### src/rtl/hazard_ctrl.sv
// hazard_ctrl: pipeline hazard controller for a 5-stage core.
// Handles branch flushes, load-use stalls and multi-cycle mul/div stalls.
// Optional stall statistics counter enabled by defining HAZARD_STATS_EN;
// without it stall_cycles is tied to zero.
//
// state   | meaning
// RUN     | normal flow; detect branch, mul/div, load-use
// MD_BUSY | mul/div in progress, pipeline frozen, cnt counting down
// MD_DONE | result ready; op still in EX but must not retrigger
module hazard_ctrl #(
  parameter logic [4:0] MUL_OP  = 5'b01110,
  parameter logic [4:0] DIV_OP  = 5'b01111,
  parameter int         MUL_LAT = 4,
  parameter int         DIV_LAT = 32
) (
  input  logic        clock,
  input  logic        reset,
  input  logic [4:0]  id_rs,
  input  logic [4:0]  id_rt,
  input  logic [4:0]  ex_rt,
  input  logic [2:0]  ex_memctrl,
  input  logic [4:0]  ex_aluctrl,
  input  logic        branch_taken,
  output logic        pc_stall,
  output logic        ifid_stall,
  output logic        idex_stall,
  output logic        ifid_flush,
  output logic        idex_flush,
  output logic        exmem_flush,
  output logic        md_start,
  output logic        md_busy,
  output logic [15:0] stall_cycles
);

  typedef enum logic [1:0] {RUN, MD_BUSY, MD_DONE} state_t;

  localparam logic [5:0] MUL_CNT = 6'(MUL_LAT - 1);
  localparam logic [5:0] DIV_CNT = 6'(DIV_LAT - 1);

  state_t      state, state_next;
  logic [5:0]  cnt, cnt_next;
  logic        is_md, is_div, load_use;
  logic        unused_memctrl;

  // Only the load bit of the memory control matters here.
  assign unused_memctrl = ^ex_memctrl[2:1];

  assign is_div   = (ex_aluctrl == DIV_OP);
  assign is_md    = (ex_aluctrl == MUL_OP) || is_div;
  assign load_use = ex_memctrl[0] && (ex_rt != 5'd0) &&
                    ((ex_rt == id_rs) || (ex_rt == id_rt));

  // State and countdown register.
  always_ff @(posedge clock) begin
    if (reset) begin
      state <= RUN;
      cnt   <= 6'd0;
    end else begin
      state <= state_next;
      cnt   <= cnt_next;
    end
  end

  // Next-state and hazard outputs; reset forces every output low.
  always_comb begin
    state_next  = state;
    cnt_next    = cnt;
    pc_stall    = 1'b0;
    ifid_stall  = 1'b0;
    idex_stall  = 1'b0;
    ifid_flush  = 1'b0;
    idex_flush  = 1'b0;
    exmem_flush = 1'b0;
    md_start    = 1'b0;
    md_busy     = 1'b0;
    case (state)
      RUN: begin
        if (branch_taken) begin
          ifid_flush = 1'b1;
          idex_flush = 1'b1;
        end else if (is_md) begin
          pc_stall    = 1'b1;
          ifid_stall  = 1'b1;
          idex_stall  = 1'b1;
          exmem_flush = 1'b1;
          md_start    = 1'b1;
          cnt_next    = is_div ? DIV_CNT : MUL_CNT;
          state_next  = MD_BUSY;
        end else if (load_use) begin
          pc_stall   = 1'b1;
          ifid_stall = 1'b1;
          idex_flush = 1'b1;
        end
      end
      MD_BUSY: begin
        pc_stall    = 1'b1;
        ifid_stall  = 1'b1;
        idex_stall  = 1'b1;
        exmem_flush = 1'b1;
        md_busy     = 1'b1;
        cnt_next    = cnt - 6'd1;
        // <= 1 keeps an out-of-range latency from wrapping the counter
        if (cnt <= 6'd1) state_next = MD_DONE;
      end
      MD_DONE: begin
        state_next = RUN;
        if (branch_taken) begin
          ifid_flush = 1'b1;
          idex_flush = 1'b1;
        end else if (load_use) begin
          pc_stall   = 1'b1;
          ifid_stall = 1'b1;
          idex_flush = 1'b1;
        end
      end
      default: state_next = RUN;
    endcase
    if (reset) begin
      pc_stall    = 1'b0;
      ifid_stall  = 1'b0;
      idex_stall  = 1'b0;
      ifid_flush  = 1'b0;
      idex_flush  = 1'b0;
      exmem_flush = 1'b0;
      md_start    = 1'b0;
      md_busy     = 1'b0;
    end
  end

`ifdef HAZARD_STATS_EN
  logic [15:0] stats;

  // Saturating count of cycles with the PC held.
  always_ff @(posedge clock) begin
    if (reset)
      stats <= 16'h0000;
    else if (pc_stall && (stats != 16'hFFFF))
      stats <= stats + 16'h0001;
  end

  assign stall_cycles = reset ? 16'h0000 : stats;
`else
  assign stall_cycles = 16'h0000;
`endif

endmodule

### config.mk
export PLATFORM = sky130hd
export DESIGN_NAME = hazard_ctrl
export DESIGN_NICKNAME = d
export VERILOG_FILES = /design/src/rtl/hazard_ctrl.sv
export SDC_FILE = /design/constraint.sdc
export NUM_CORES = 1
export LEC_CHECK = 0
export ABC_AREA = 1
export ABC_CLOCK_PERIOD_IN_PS = 1780
export CAP_MARGIN = 30
export CORE_ASPECT_RATIO = 1.1
export CORE_UTILIZATION = 38
export CTS_BUF_LIST = sky130_fd_sc_hd__clkbuf_16
export CTS_CLUSTER_SIZE = 28
export DETAILED_ROUTE_END_ITERATION = 8
export PLACE_DENSITY = 0.8
export SETUP_SLACK_MARGIN = 0.15
export SLEW_MARGIN = 0
export SYNTH_ARGS = -nofsm -noshare
export SYNTH_HDL_FRONTEND = slang
export SYNTH_SLANG_ARGS = --single-unit
### constraint.sdc
create_clock -name clock -period 1.78 [get_ports clock]
set_clock_uncertainty 0.1 [all_clocks]
set_input_delay 0.356 -clock clock [delete_from_list [all_inputs] [get_ports clock]]
set_output_delay 0.356 -clock clock [all_outputs]
set_load 0.02 [all_outputs]
==> summary.rpt <==
=== SYNTHESIS / PLACE & ROUTE SUMMARY ===
----------------------------------------------------
[Run status]
  Status ........................ complete, no violations

[Final layout]
  Sequential cells ........................ 8
  Number of flip-flops in the largest register ........................ 6
  N_diodes ........................ 0
  Inverter count of the layout excluding clock inverters ........................ 31
  Combinational gate area ........................ 568 um2
  Most flop-heavy register ........................ cnt
  Layout buffering overhead excluding clock cells ........................ 27.6%
  Clock buffer count in the final layout ........................ 3
  Layout Nets ........................ 229
  Number of non-clock buffers in the layout ........................ 41
  Finished layout cell area ........................ 1330 um2
  Multi-input logic cell count ........................ 116
  Fraction of area in registers ........................ 12.1%
  Largest regs ........................ cnt x6, state x2
  Fraction of area in clock buffers and inverters ........................ 5.64%

[Final timing]
  Slew Limit Fails ........................ 0
  Final period demand of the worst path ........................ 1640 ps
  Hold Worst Slack ........................ 274 ps
  Final period utilization ........................ 92.2%
  Unrepaired setup endpoints after global routing ........................ true
  Setup TNS after final layout ........................ 0 ps
  Count of final hold-check violations ........................ 0

[Synthesis]
  Warnings from Yosys ........................ 0
  Number of library cell types mapped by synthesis ........................ 17
  Area fraction of the dominant cell type after synthesis ........................ 19.1%
  Yosys stat cell total ........................ 159
  Number of storage elements in the synthesis netlist ........................ 8
  Main kind of combinational logic by area ........................ simple AND/OR/NAND/NOR gates
  Biggest area contributors in the synthesized netlist ........................ nand2_1 19%, dfxtp_1 18%, buf_4 16%
  Post-synthesis share of cell area spent on and-or and or-and gates ........................ 5.37%
  Most numerous cell in the Yosys netlist ........................ nand2_1
  Ranking of synthesized cells by instance count ........................ 45 x nand2_1, 31 x inv_1, 22 x nor2_1
  Number of flops mapped to enable cells by yosys ........................ 0
  Synthesized area ........................ 886 um2

[GRT]
  Number of antenna violations at the first check in global routing ........................ 0
  Vias in the first global route ........................ 953
  Met3 GRT Util ........................ 6.90%

[Critical path]
  Arrival time at the worst endpoint ........................ 1190 ps
  Crit Path Class ........................ in -> out
  Maximum net fanout on the critical path ........................ 3
  Capturing element type of the critical path ........................ output pin
  Worst r2r src ........................ state[1]
  Slack of the worst reg-to-reg path ........................ 310 ps
  Cell family with most CP delay ........................ buffers and inverters
  End of the worst register-to-register path ........................ cnt[5]
  Crit path from ........................ branch_taken
  Capture point of the critical path ........................ ifid_stall
  Biggest cell delay along the critical path ........................ 250 ps
  Number of cells on the critical path ........................ 7
  Critical Path Most Common Cell ........................ nand2_4

[CTS]
  CTS root buffer ........................ clkbuf_16
  Buffer depth of the longest clock path ........................ 2
  Number of buffers inserted during clock tree synthesis ........................ 3

[Floorplanning]
  Tap Count ........................ 28
  Height of the chip ........................ 52.6 um
  Pre-placement core utilization ........................ 42.1%
  Width of the die ........................ 48.0 um

[Power]
  Total power ........................ 0.000796 W
  Int Pwr ........................ 0.000573 W
  Switching power summed over all nets ........................ 0.000223 W
  Pwr top ........................ the clock network
  Part of the power in combinational logic ........................ 28.3%
  Leakage power summed over all cells ........................ 0.804 nW
  Clk pwr share ........................ 47.6%
  Areal power density over the cells ........................ 598 nW/um2
  Combinational gate power ........................ 0.000225 W
  VDD IR max ........................ 784 uV

[Route]
  Routed met2 length ........................ 1180 um
  WL met3 ........................ 125 um
  Count of antenna-violating nets left after detailed routing ........................ 0
  DRC marker count from the first detailed-route iteration ........................ 17
  First drt pass iteration count ........................ 4

[Min path]
  Class of the worst hold path ........................ in -> reg
  Hold Path Sink ........................ cnt[5]
  Hold Crit Start ........................ reset

[Placement]
  Final HPWL from detailed placement ........................ 1640 um
  Inst Count DP ........................ 221

----------------------------------------------------
Figure 1. Track usage over the die.
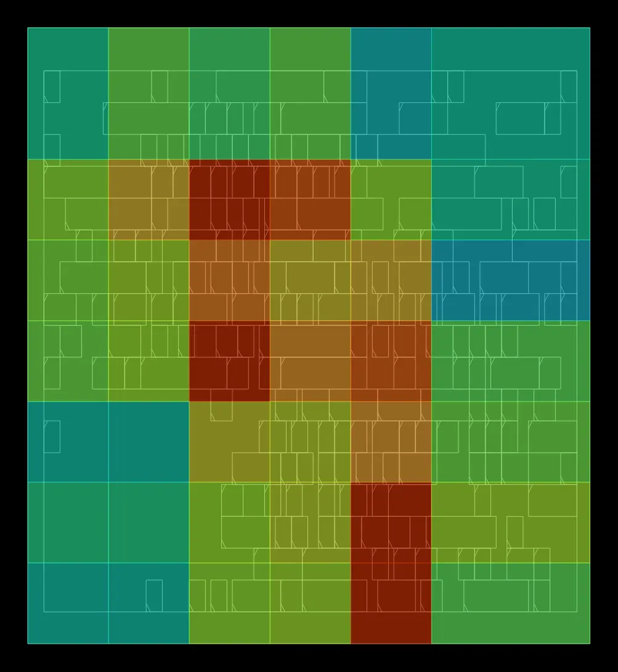
GRT Overall Usage: 20.0%
fraction of met2 tracks used by global routing: 36.9%
Final Core Density: 63.2%
global routing met1 resource utilization: 20.2%
global route hottest layer: met2

Figure 2. Nets reached from selected ports.
Scale: 10 px per um.
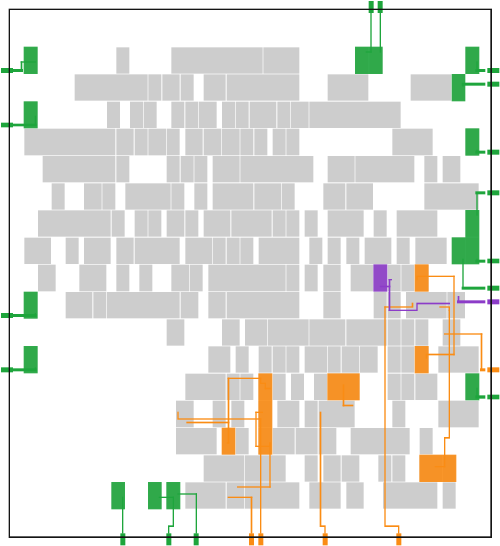
| port | color | direction | end cells | buffers | wire |
|---|---|---|---|---|---|
| id_rt | orange | input | 9 | 5 | 139 um |
| ifid_flush | purple | output | 1 | 1 | 13.9 um |
| stall_cycles | green | output | 16 | 0 | 48.3 um |
number of I/O pins: 50
count of input and output buffers: 31

Figure 3. Logic cells by family.
Scale: 10 px per um.
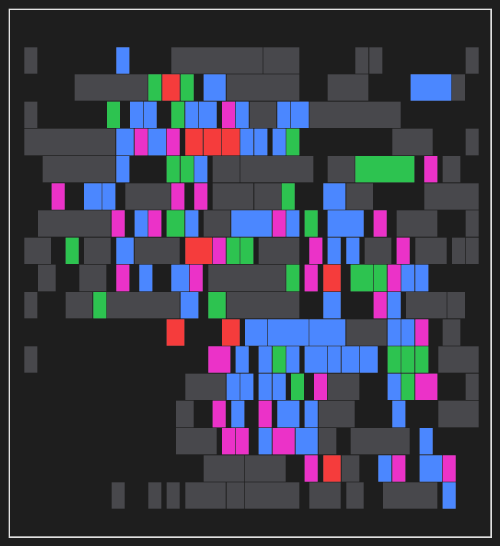
| family | color | cells |
|---|---|---|
| NOR gates | green | 25 |
| inverters | magenta | 31 |
| inverting AOI/OAI gates | red | 9 |
| NAND gates | blue | 62 |
most numerous logic cell after layout: nand2_1
final non-filler cell total: 227
fraction of area in multi-input gates: 42.7%

Figure 4. Metal 2.
Scale: 6 px per um. Cells faint in the background.
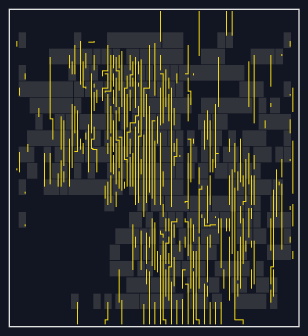
main direction: vertical
nets with wire on the layer: 188
share of all routed wire: 53%
wire length on this layer: 1180 um

Figure 5. Register map, names as in the netlist.
Scale: 10 px per um. Other cells in gray.
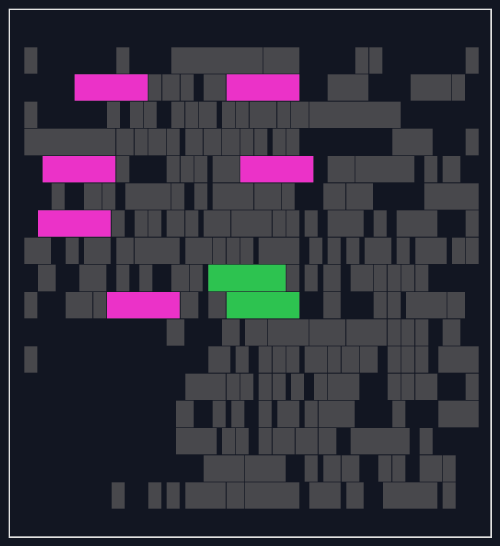
| signal | color | placed flops |
|---|---|---|
| cnt | magenta | 6 |
| state | green | 2 |
flip-flop and latch area: 161 um2
power in sequential cells: 0.000192 W

Power and IR drop assume default switching activity.
